Figure 1. Power grid.
Pins as bars on the die edge.
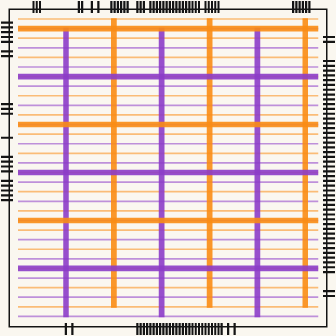
Figure 2. Cells coloured by class.
Bar = 20 um.
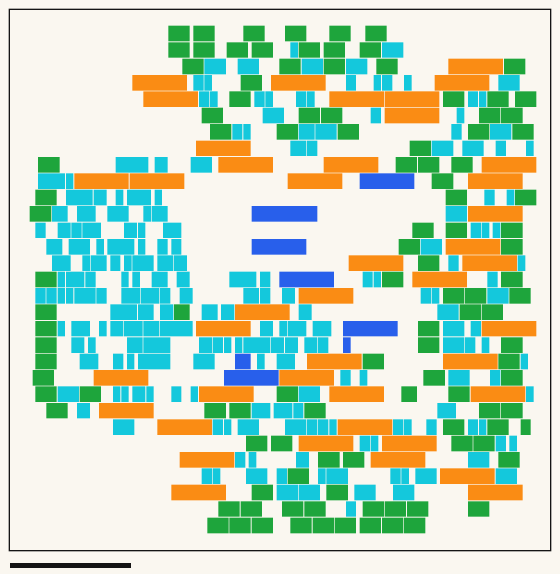
Figure 3. Clock wires, drivers and flops.
Bar = 20 um.
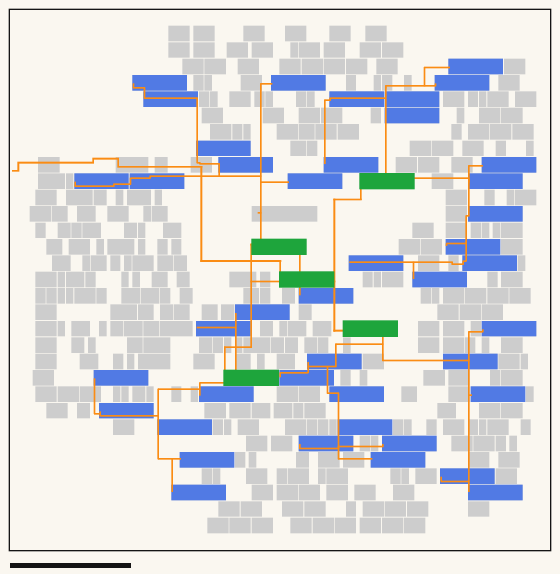
### src/rtl/mu_arbiter_pkg.sv
// Shared definitions for the memory_unit port arbiter: state encodings,
// default parameters and the per-master request bundle.
package mu_arbiter_pkg;

  // State encodings are shared with the CPU control unit, so keep them fixed.
  localparam logic [1:0] ST_IDLE = 2'd0;
  localparam logic [1:0] ST_OWN0 = 2'd1;
  localparam logic [1:0] ST_OWN1 = 2'd2;

  localparam logic [15:0] PSW_ADDR_DEFAULT = 16'h0FFB;
  localparam int          MAX_HOLD_DEFAULT = 8;

  // One master's request as seen at the arbiter inputs.
  typedef struct packed {
    logic        req;
    logic        we;
    logic        lock;
    logic [15:0] addr;
    logic [15:0] wdata;
  } mst_req_t;

  // Ownership state for a given master index.
  function automatic logic [1:0] own_state(input logic m);
    return m ? ST_OWN1 : ST_OWN0;
  endfunction

endpackage

### src/rtl/mu_rr_pick.sv
// Two-way round-robin select: a lone requester wins outright, a tie goes to
// the master the round-robin pointer favours.
module mu_rr_pick (
  input  logic [1:0] req,
  input  logic       rr_next,
  output logic       valid,
  output logic       winner
);

  // Pure select; the pointer itself lives in the arbiter.
  always_comb begin
    valid  = |req;
    winner = (req == 2'b11) ? rr_next : req[1];
  end

endmodule

### src/rtl/mu_arbiter.sv
// Two-master arbiter in front of memory_unit's single access port.
// Master 0 is the CPU control unit, master 1 the I/O copy engine.
module mu_arbiter
  import mu_arbiter_pkg::*;
#(
  parameter int          MAX_HOLD = MAX_HOLD_DEFAULT,
  parameter logic [15:0] PSW_ADDR = PSW_ADDR_DEFAULT
) (
  input  logic        clk,
  input  logic        reset,
  input  logic        m0_req,
  input  logic        m0_we,
  input  logic [15:0] m0_addr,
  input  logic [15:0] m0_wdata,
  input  logic        m0_lock,
  output logic        m0_gnt,
  output logic        m0_rvalid,
  output logic        m0_err,
  input  logic        m1_req,
  input  logic        m1_we,
  input  logic [15:0] m1_addr,
  input  logic [15:0] m1_wdata,
  input  logic        m1_lock,
  output logic        m1_gnt,
  output logic        m1_rvalid,
  output logic        m1_err,
  output logic [15:0] rdata,
  output logic        mu_we,
  output logic [15:0] mu_abus,
  output logic [15:0] mu_wbus,
  input  logic [15:0] mu_rbus
);

  localparam int             CW       = $clog2(MAX_HOLD + 1);
  localparam logic [CW-1:0]  HOLD_MAX = CW'(MAX_HOLD);

  logic [1:0]    state_q, state_d;
  logic          rr_next_q, rr_next_d;
  logic [CW-1:0] hold_cnt_q, hold_cnt_d;
  logic          m0_rvalid_q, m0_rvalid_d;
  logic          m1_rvalid_q, m1_rvalid_d;
  logic          m1_err_q, m1_err_d;
  logic [15:0]   abus_q, abus_d;
  logic [15:0]   wbus_q, wbus_d;

  mst_req_t      m0_s, m1_s, own_s;
  logic          own_sel;
  logic          owned;
  logic          access;
  logic          other_req;
  logic          prot;
  logic [CW-1:0] hold_nxt;
  logic          hold_hit;
  logic          pick_valid;
  logic          pick_winner;

  assign m0_s = '{req: m0_req, we: m0_we, lock: m0_lock, addr: m0_addr, wdata: m0_wdata};
  assign m1_s = '{req: m1_req, we: m1_we, lock: m1_lock, addr: m1_addr, wdata: m1_wdata};

  mu_rr_pick u_pick (
    .req     ({m1_req, m0_req}),
    .rr_next (rr_next_q),
    .valid   (pick_valid),
    .winner  (pick_winner)
  );

  // Decode the current owner and whether this cycle is an access.
  always_comb begin
    own_sel   = (state_q == ST_OWN1);
    owned     = (state_q == ST_OWN0) || (state_q == ST_OWN1);
    own_s     = own_sel ? m1_s : m0_s;
    access    = owned && own_s.req;
    other_req = own_sel ? m0_req : m1_req;
    // Only the copy engine is barred from the PSW word.
    prot      = own_sel && (own_s.addr == PSW_ADDR);
    hold_nxt  = (hold_cnt_q == HOLD_MAX) ? HOLD_MAX : hold_cnt_q + CW'(1);
    hold_hit  = access && (hold_nxt == HOLD_MAX);
  end

  // Grant FSM and round-robin pointer update.
  always_comb begin
    state_d   = state_q;
    rr_next_d = rr_next_q;
    case (state_q)
      ST_IDLE: begin
        if (pick_valid) state_d = own_state(pick_winner);
      end
      ST_OWN0, ST_OWN1: begin
        if (!own_s.req) begin
          state_d = other_req ? own_state(~own_sel) : ST_IDLE;
        end else if (other_req && (!own_s.lock || hold_hit)) begin
          // A lock only holds off the other master for MAX_HOLD accesses.
          state_d = own_state(~own_sel);
        end
        if (state_d != state_q) rr_next_d = ~own_sel;
      end
      default: state_d = ST_IDLE;
    endcase
  end

  // Hold counter restarts with every ownership change and saturates.
  always_comb begin
    hold_cnt_d = hold_cnt_q;
    if (state_d != state_q) hold_cnt_d = '0;
    else if (access)        hold_cnt_d = hold_nxt;
  end

  // Port drive plus read-valid / error tagging for the following cycle.
  always_comb begin
    mu_we       = access && own_s.we && !prot;
    mu_abus     = access ? own_s.addr  : abus_q;
    mu_wbus     = access ? own_s.wdata : wbus_q;
    abus_d      = mu_abus;
    wbus_d      = mu_wbus;
    // rvalid is tagged by who issued the read, not by who owns next cycle.
    m0_rvalid_d = access && !own_sel && !own_s.we;
    m1_rvalid_d = access &&  own_sel && !own_s.we;
    m1_err_d    = access &&  own_sel &&  own_s.we && prot;
  end

  // State registers; reset drops any read still in flight.
  always_ff @(posedge clk or negedge reset) begin
    if (!reset) begin
      state_q     <= ST_IDLE;
      rr_next_q   <= 1'b0;
      hold_cnt_q  <= '0;
      m0_rvalid_q <= 1'b0;
      m1_rvalid_q <= 1'b0;
      m1_err_q    <= 1'b0;
      abus_q      <= '0;
      wbus_q      <= '0;
    end else begin
      state_q     <= state_d;
      rr_next_q   <= rr_next_d;
      hold_cnt_q  <= hold_cnt_d;
      m0_rvalid_q <= m0_rvalid_d;
      m1_rvalid_q <= m1_rvalid_d;
      m1_err_q    <= m1_err_d;
      abus_q      <= abus_d;
      wbus_q      <= wbus_d;
    end
  end

  assign m0_gnt    = (state_q == ST_OWN0);
  assign m1_gnt    = (state_q == ST_OWN1);
  assign m0_rvalid = m0_rvalid_q;
  assign m1_rvalid = m1_rvalid_q;
  assign m0_err    = 1'b0;
  assign m1_err    = m1_err_q;
  assign rdata     = mu_rbus;

endmodule
### config.mk
export PLATFORM = sky130hd
export DESIGN_NAME = mu_arbiter
export DESIGN_NICKNAME = d
export VERILOG_FILES = /design/src/rtl/mu_arbiter_pkg.sv /design/src/rtl/mu_rr_pick.sv /design/src/rtl/mu_arbiter.sv
export SDC_FILE = /design/constraint.sdc
export NUM_CORES = 1
export LEC_CHECK = 0
export CAP_MARGIN = 10
export CORE_MARGIN = 2
export CORE_UTILIZATION = 36
export CTS_BUF_LIST = sky130_fd_sc_hd__clkbuf_16
export DETAILED_ROUTE_END_ITERATION = 12
export PLACE_DENSITY = 0.82
export SETUP_SLACK_MARGIN = 0.02
export SKIP_LAST_GASP = 1
export SLEW_MARGIN = 0
export SYNTH_ARGS = -nofsm -noshare
export SYNTH_HDL_FRONTEND = slang
export SYNTH_SLANG_ARGS = --single-unit
### constraint.sdc
create_clock -name clk -period 6.8 [get_ports clk]
set_clock_uncertainty 0.05 [all_clocks]
set_input_delay 1.36 -clock clk [delete_from_list [all_inputs] [get_ports clk]]
set_output_delay 1.36 -clock clk [all_outputs]
set_load 0.01 [all_outputs]
==> changes_impl.md <==
## Implementation

- Post-synth ARST share: 100%
- IO Pins: 143
- Leak pwr: 1.59 nW
- Cts repair resizes: 0
- Hold Path Cell Cnt: 2
- Top Layout Cells: clkdlybuf4s50_1 (108), dfrtp_1 (42), nand2_1 (40)
- Met3 usage: 4.30%
- Hold buffer count at cts: 0
- CP required: 5.39 ns
- Yosys cell types: 49
- Final tally of max-slew violations: 0
- Post CTS Setup Buffer Count: 0
- First-pass detailed-route iteration total: 4
- First-pass GRT wire length: 10700 um
- Pwr dens: 450 nW/um2
- WS Path Type: primary input to output port
- Top cell category: logic gates
- Clock slew at reported path FFs: 0.06 ns
- Sink Count: 42
- Multi-input combinational cell count: 197
- Hold WC Path Type: flip-flop to flip-flop
- Count leader, synth: dfrtp_1
- Die Area: 8030 um2
- Post-route minimum period: 5.59 ns
- Top cells, area: dfrtp_1 (40%), mux2i_1 (13%), o21ai_1 (6.3%)
- Max Cap Viol: 0
- Max-slew headroom at the worst pin: 36.2%
- Vias per cell: 5.00
- CP arrival: 4.18 ns
- Non-clock buffer count: 111
- Signal buf overhead: 28.9%
- Chip area in the Yosys report: 2640 um2
- Drt total wl: 6800 um
- DR vias: 2340
- RSZ-0062 raised after global routing: false
- Routability Congestion: 0.877
- Yosys cell count: 287
- Clock Path Buffers: 2
- Worst Setup SP: m1_req
- Top cell excl fill/tap: clkdlybuf4s50_1
- Synth cell count leaders: dfrtp_1 (42), nand2_1 (40), mux2i_1 (35), o21ai_1 (33), buf_4 (18)
- Final setup violating endpoints: 0
- Status: completed
- H-tree depth: 2
- Placed Area: 3640 um2
- Nets: 462
- I/O Buffers: 109
- Hold path endpoint: wbus_q[13]
- Final worst-path setup slack: 1.21 ns
- Flop count: 42
- Grt met2 use: 29.5%
- Clock-cell share: 4.37%
- Register area: 1050 um2
- Num CTS Buffers: 5
- GR Util met1: 21.3%
- Final Hold Fails: 0
- Ant. Diodes: 0
- Final TNS setup: 0 ns
- Tot GR Track Use: 17.0%
- Min-delay src: wbus_q[13]
- Initial drt markers: 93
- CP endpoint kind: output port
- Worst slew pin tran: 0.957 ns
- CTS tree: built
- Reg2Reg Capture Point: hold_cnt_q[1]
- Clock buf count: 5
- Reg2reg start: state_q[1]
- Clk root buf: clkbuf_16
- Combinational share of cell area: 34.8%
- Startpoint Class: primary input
- Post-place setup slack: 1.19 ns
- Maximum clock rate: 179 MHz
- Worst Path Max Fanout: 42
- Cells after Synth: 287
- Smallest hold slack: 0.441 ns
- N_taps: 99
- Area fraction of the dominant cell type after synthesis: 39.8%
- Net count after synthesis: 381
- DRC viols: 0
- Cell accounting for the most synthesized area: dfrtp_1
- Synthesized area per cell: 9.19 um2
- Inverters: 11
- Post-synth seq share: 39.8%
- Number of fill cells: 653
- Busiest grt layer: met2
- R2R Setup Slk: 3.87 ns
- Antenna Nets Post-Route: 0
- Cycle use final: 82.2%
- GRT Residual Overflow: 0
About Figure 1:
Key: VDD = orange; VSS = purple
The core has 31 rows. 6 straps on met5.
peak supply drop: 0.198 mV
Placeable Area: 7180 um2
die height: 89.6 um

About Figure 2:
Key: sequential cells = orange [cells 42]; clock drivers and dummy loads = blue [cells 8]; remaining buffers and delay cells = green [cells 111]; combinational and other logic = cyan [cells 208]
cell area after layout: 3810 um2
Rows: 31
flop share of the area: 27.6%

About Figure 3:
Key: clock wires = orange [length 545 um]; clock drivers = green [count 5]; flip-flops = blue [count 42]
There are 6 routed clock nets.

## sequential cells by signal, summed over array words and instances, names as in the netlist
name        count
m1_rvalid       1
state_q         2
hold_cnt_q      4
wbus_q         16
m0_rvalid       1
rr_next_q       1
abus_q         16
m1_err          1
## cells by family (layout without fill, tap and decap cells)
kind of cell / after synthesis / in the layout / share of synthesized area, %
AOI/OAI and AO/OA: 73 / 73 / 17.8
other: 1 / 1 / 0.142
muxes: 36 / 36 / 13.9
xor gates and xnor gates: 2 / 2 / 0.664
and+or+nand+nor: 79 / 79 / 14.9
DFF: 42 / 42 / 39.8
adders and majority gates: 6 / 6 / 2.85
buffers and inverters: 48 / 130 / 9.96
## worst max path at each step
stage / slack [ns] / endpoint
2_1_floorplan: 2.84 / mu_abus[10]
4_1_cts: 1.18 / mu_wbus[6]
3_5_place_dp: 1.19 / mu_wbus[6]
5_1_grt: 0.92 / mu_wbus[2]
6_report: 1.21 / mu_wbus[6]
3_3_place_gp: 1.27 / mu_wbus[7]
## metal layers
metal	up-vias	wire (um)
li1	1168	-
met1	1090	2930
met2	74	3290
met3	8	529
met4	0	54
met5	-	0
## worst max-delay path: stages
cell and delay (ns):
clkdlybuf4s50_1 0.70, mux2_4 0.41, nand2_2 0.52, buf_4 0.40, nand2_1 0.09, o21ai_1 0.11
clkdlybuf4s50_1 0.56
## metrics by stage
stage | cells | utilization [%] | power, mW
global route | 468 | 53.1 | 1.85
finish | 468 | 53.1 | 1.72
floorplan | 287 | - | 1.02
global placement | 460 | 50.8 | 1.44
CTS | 468 | 53.1 | 1.74
detailed placement | 460 | 50.8 | 1.46
## where the power goes
group          leakage, nW  internal, mW  switching, mW  total [mW]
combinational        0.979         0.516          0.528        1.04
clock               0.0812         0.172         0.0938       0.265
sequential           0.529         0.357         0.0495       0.407
Power is estimated from default activity; no workload was simulated.
